==> images/cell_classes.png <==
Drawn at 1 px/µm. Fill, decap, tap and diode cells in grey.
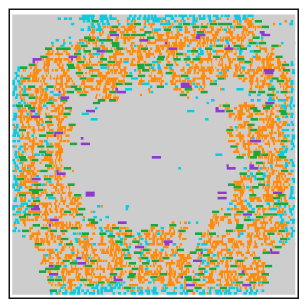
==> images/clock_map.png <==
Drawn at 2 px/µm.
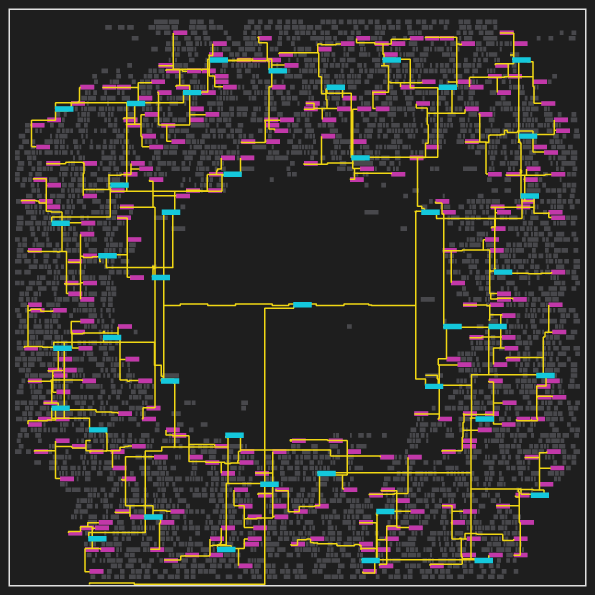
==> images/density.png <==
Drawn at 1 px/µm. 29 x 29 tiles, from black (low) to pale yellow (high), 0 to 100% covered.
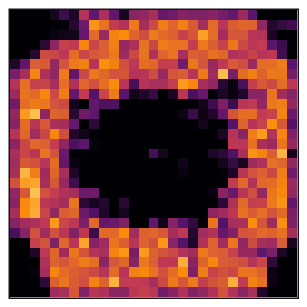
==> images/met1.png <==
Drawn at 1.5 px/µm.
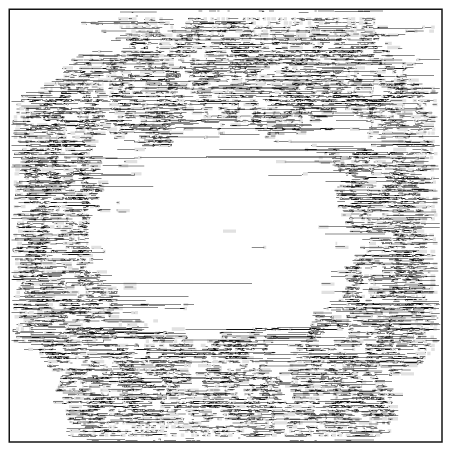
===== src/rtl/psum_pass_ctrl.sv =====
// Pass sequencer for the column adder tree: issues N PE-block passes, accumulates
// the per-pass tree outputs lane by lane, and hands the summed vector downstream.
module psum_pass_ctrl #(
  parameter int LANES  = 8,
  parameter int DW     = 32,
  parameter int PASS_W = 8
) (
  input  logic              clk,
  input  logic              rst,
  input  logic              start,
  input  logic [PASS_W-1:0] num_passes,
  output logic              busy,
  input  logic              pe_valid,
  output logic              pe_ack,
  output logic              tree_en,
  input  logic              tree_valid,
  input  logic [DW-1:0]     tree_data [0:LANES-1],
  output logic [DW-1:0]     out_data  [0:LANES-1],
  output logic              out_valid,
  input  logic              out_ready,
  output logic              done
);

  typedef enum logic [1:0] {
    S_IDLE,
    S_RUN,
    S_OUT
  } state_t;

  localparam logic [PASS_W:0] CNT_ONE = (PASS_W + 1)'(1);

  state_t          state_reg, state_next;
  // Counters carry one extra bit so a full 2^PASS_W-1 pass job never wraps.
  logic [PASS_W:0] num_reg, num_next;
  logic [PASS_W:0] issued_reg, issued_next;
  logic [PASS_W:0] received_reg, received_next;
  logic            done_reg, done_next;
  logic            acc_clear;
  logic            acc_add;

  always_ff @(posedge clk) begin
    if (rst) begin
      state_reg    <= S_IDLE;
      num_reg      <= '0;
      issued_reg   <= '0;
      received_reg <= '0;
      done_reg     <= 1'b0;
    end else begin
      state_reg    <= state_next;
      num_reg      <= num_next;
      issued_reg   <= issued_next;
      received_reg <= received_next;
      done_reg     <= done_next;
    end
  end

  always_comb begin
    state_next    = state_reg;
    num_next      = num_reg;
    issued_next   = issued_reg;
    received_next = received_reg;
    done_next     = 1'b0;
    acc_clear     = 1'b0;
    acc_add       = 1'b0;
    tree_en       = 1'b0;
    out_valid     = 1'b0;
    case (state_reg)
      S_IDLE: begin
        if (start) begin
          if (num_passes != '0) begin
            num_next      = {1'b0, num_passes};
            issued_next   = '0;
            received_next = '0;
            acc_clear     = 1'b1;
            state_next    = S_RUN;
          end else begin
            // Empty job completes immediately without touching the tree.
            done_next = 1'b1;
          end
        end
      end
      S_RUN: begin
        tree_en = pe_valid && (issued_reg < num_reg);
        if (tree_en) begin
          issued_next = issued_reg + CNT_ONE;
        end
        if (tree_valid && (received_reg < num_reg)) begin
          acc_add       = 1'b1;
          received_next = received_reg + CNT_ONE;
          if ((received_reg + CNT_ONE) == num_reg) begin
            state_next = S_OUT;
          end
        end
      end
      S_OUT: begin
        out_valid = 1'b1;
        if (out_ready) begin
          done_next  = 1'b1;
          state_next = S_IDLE;
        end
      end
      default: begin
        state_next = S_IDLE;
      end
    endcase
  end

  assign busy   = (state_reg != S_IDLE);
  assign pe_ack = tree_en;
  assign done   = done_reg;

  // One accumulator per lane; sums wrap modulo 2^DW.
  generate
    for (genvar gi = 0; gi < LANES; gi++) begin : g_lane
      logic [DW-1:0] lane_acc_reg;

      always_ff @(posedge clk) begin
        if (rst || acc_clear) begin
          lane_acc_reg <= '0;
        end else if (acc_add) begin
          lane_acc_reg <= lane_acc_reg + tree_data[gi];
        end
      end

      assign out_data[gi] = (state_reg == S_OUT) ? lane_acc_reg : '0;
    end
  endgenerate

endmodule


===== config.mk =====
export PLATFORM = sky130hd
export DESIGN_NAME = psum_pass_ctrl
export DESIGN_NICKNAME = d
export VERILOG_FILES = /design/src/rtl/psum_pass_ctrl.sv
export SDC_FILE = /design/constraint.sdc
export NUM_CORES = 1
export LEC_CHECK = 0
export ABC_CLOCK_PERIOD_IN_PS = 4600
export CAP_MARGIN = 40
export CORE_MARGIN = 2
export CORE_UTILIZATION = 30
export DETAILED_ROUTE_END_ITERATION = 8
export MAX_ROUTING_LAYER = met4
export PLACE_DENSITY = 0.64
export REMOVE_ABC_BUFFERS = 1
export SLEW_MARGIN = 20
export SYNTH_ARGS = -nofsm -noshare
export SYNTH_HDL_FRONTEND = slang
export SYNTH_SLANG_ARGS = --single-unit

===== constraint.sdc =====
create_clock -name clk -period 4.6 [get_ports clk]
set_clock_uncertainty 0.2 [all_clocks]
set_input_delay 0.92 -clock clk [delete_from_list [all_inputs] [get_ports clk]]
set_output_delay 0.92 -clock clk [all_outputs]
set_load 0.1 [all_outputs]

==> notes.md <==
The flow run is done. The number of gates resized after CTS was 0. Post-CTS repair timing setup buffer count landed at 0. By count the netlist is led by nand2_1, a21oi_1, dfxtp_1, and2_1, ha_1. The count of nets left with antenna violations once routing finished came out at 0. The flow reports an fmax of 236 MHz. Per the area breakdown, the dominant cell category is multi-input combinational cells. The detailed router reports a met2 wire length of 39700 µm.

Switching power summed over all nets landed at 2.54 mW. Before any placement, the netlist area is recorded as 24100 µm². The slowest stage of the critical path is the a21oi_1 cell. Post-route minimum period landed at 4.24 ns. Number of instances in the synthesized netlist landed at 3193.

Total number of nets in the final design landed at 4221. The number of global-route vias before repair came to 23.2k. After legalization and detailed placement, the total HPWL measured 63300 µm. Worst path required time landed at 3.48 ns. Routability congestion estimate from global placement landed at 0.919. For this run, the detailed router's first-pass iteration total came to 5. The biggest slice of the total power is consumed by clock.

In the setup report, the worst path falls into the class flip-flop to output pin. Basic-gate share of the synthesized area counting and, or, nand and nor cells landed at 23.9%. Fraction of power consumed by sequential logic landed at 33.6%. The clock network accounts for 41.1% of the total power.

The worst setup path is captured at an output pin. The path class of the tightest hold or removal check is flip-flop to flip-flop. In this run the critical path is formed by inv_1, ha_1, a21o_1, a21o_1, a21o_1, a21o_1, a21o_1, a21o_1, a21oi_1, buf_12. Across the whole layout, multi-input logic makes up 55.8% of the cell area. For the pin with the worst max-slew slack, the measured transition is 0.763 ns.

The warning tally printed by Yosys for this design is 0. The cell sitting at the root of the clock tree is a clkbuf_16. The highest layer touched by signal routing is met4. Once synthesis finished, the tally of register bits stood at 285. Counting flops with an async set or reset pin after synthesis yields a share of 0%. Register-to-register path setup slack landed at 1.03 ns.

TritonCTS built the clock tree. Global routing usage on met2 landed at 33.2%. The later pin in the worst-skew pair is clocked with a latency of 0.57 ns.

Per the synth stats, the flop cell with the highest instance count is dfxtp_1. Power of the sequential group landed at 2.65 mW. Sequential cell count landed at 285.

For the worst reg-to-reg path, the startpoint reported by OpenROAD is g_lane[5].lane_acc_reg[0]$_SDFFE_PP0P_. In the per-layer summary, the met1 wirelength comes to 36400 µm. For this run, the detailed router reports a per-instance via density of 5.10. For this block, the initial DRC count from the detailed router was 1314. The overall die size recorded for this design is 82600 µm².

Counting instances, the worst hold path has a depth of 2. The non-clock inverters instantiated in the layout total 85. The global router reports that the layer with the highest usage is met2. The first global-routing pass estimated 129000 µm of wire.

Static leakage landed at 14.0 nW. The cell that appears most often on the critical path is a21o_1. In the final layout, the clock buffer count is 59. The post-CTS hold buffer count recorded in the log is 0. Count of antenna diodes in the layout landed at 7. The clock network consumes a total of 3.24 mW. Multi-input logic area landed at 17600 µm². Per the GRT congestion report, total overflow comes to 0.

Relative slew slack landed at 47.8%. I/O pin total landed at 531. Placeable core region landed at 79300 µm². Buffer share of cell area landed at 16.6%. Fraction of area in clock buffers and inverters landed at 4.24%. Of the available clock period, the critical path in the final layout requires 92.1%.

The run finished with clean final reports. Maximum fanout count along the critical path landed at 3. The cell type that accounts for the most area after synthesis is dfxtp_1. The post-synth count of flops with an enable pin is 0.

Multi-input gate count landed at 2684. Register cell area after layout landed at 5710 µm². CTS H-tree depth landed at 2.

STA classifies the critical path startpoint as a flip-flop. Initial antenna violation count landed at 7. By instance count after routing, the leading logic cell type is nand2_1. Worst ir drop on vdd landed at 0.199 mV. From synthesis to final layout, the design area changed by 30.8%.

Per report_power, the combinational group accounts for 25.3% of the total. Global routing consumed, on the met1 layer, 24.6% of the routing resources. Pin count of the biggest net entering global routing landed at 107.

Utilization after layout landed at 39.8%. Final hold violation count landed at 0. By area the synthesized netlist is led by dfxtp_1, ha_1, a21oi_1.

Setup TNS after final layout landed at 0 ns. Count of pins over their slew limit landed at 0. The internal power of the cells totals 5.34 mW. Total CTS buffers landed at 41. Fill cell total of the finished layout landed at 8225. Yosys instantiated no cell more often than nand2_1.

Area fraction in full adders, half adders and majority gates landed at 14.4%. Met3 track utilization from global routing landed at 3.51%. Number of max-cap violations landed at 0. Multiplexer fraction of the synthesized cell area landed at 0.337%. The routed design shows a wire length per standard cell of 17.5 µm. Routed wire length landed at 83300 µm.

A synthesized cell averages 7.55 µm². Summing the areas of all compound-gate instances in the mapped netlist gives 26.5% of the synthesized area. The endpoint identified for the worst register-to-register timing path is g_lane[5].lane_acc_reg[30]$_SDFFE_PP0P_. All-layer global routing usage landed at 20.0%. Hold analysis lists the worst path endpoint as issued_reg[8]$_SDFFE_PP0P_. DRC violation count after routing landed at 0.

For the worst flop-to-flop path, the logic depth is 13. The area recorded from the Yosys report for this design is 24100 µm². Endpoints with negative setup slack in the final report add up to 0. For reference, the critical path is launched at num_reg[1]$_SDFFE_PP0P_. Number of port buffers landed at 530. Total number of vias landed at 24.3k. Power consumed by combinational cells landed at 2.00 mW. Yosys shows that the main logic family after synthesis is AND-OR/OR-AND gates.

Per STA, the highest per-stage delay on the worst path measures 0.51 ns. Clock net sink count landed at 285. The launch point of the worst min-delay path is recorded as issued_reg[8]$_SDFFE_PP0P_. Tap cell count landed at 1050. Flop share of the area landed at 18.1%. Ratio of cells with drive above 1 in the final layout landed at 11.4%. Post-synthesis share of cell area spent on xor and xnor gates landed at 7.56%.

For reference, the critical path is captured by pe_ack.
## Picture notes: cell_classes.png
| colour | class | cells | share of their area |
|---|---|---|---|
| orange | all other logic | 2769 | 59% |
| green | flip-flops | 285 | 19% |
| cyan | other buffers and delay cells | 581 | 17% |
| purple | clock drivers and dummy loads | 71 | 4.4% |

## Picture notes: clock_map.png
[cyan] cells driving clock nets | count: 41
[yellow] clock wires | length: 5770 µm
[magenta] flip-flops | count: 285
routed clock nets: 42
flops lie: all over the die

## Picture notes: density.png
emptiest ninth of the die: middle
densest ninth of the die: top middle
tiles over 75% full: 3.6%
fullest tile: 87%

## Picture notes: met1.png
nets with wire on the layer: 3912
share of all routed wire: 44%
wire length on this layer: 36.4 mm

## worst max-delay path: cells and delay by family (launching register included)
kind	cells	cell delay (ns)
flip-flops	1	0.38
AND-OR/OR-AND	7	1.56
buffers and inverters	2	0.33
adder cells (fa/ha/maj)	1	0.29
## stage by stage
| stage | power, mW | worst slack (ns) | cell area (µm²) | cells | hold WS (ns) |
|---|---|---|---|---|---|
| final | 7.88 | 0.362 | 31500 | 4763 | 0.248 |
| after global routing | 8.32 | 0.234 | 31500 | 4761 | 0.276 |
| after CTS | 8.01 | 0.272 | 31500 | 4756 | 0.249 |
| after detailed placement | 4.69 | 0.0753 | 30200 | 4685 | 0.239 |
| after global placement | 4.67 | 0.103 | 30100 | 4683 | 0.239 |
| after floorplan | 3.95 | -5.60 | 23600 | 3054 | 0.226 |
Power and IR drop assume default switching activity.
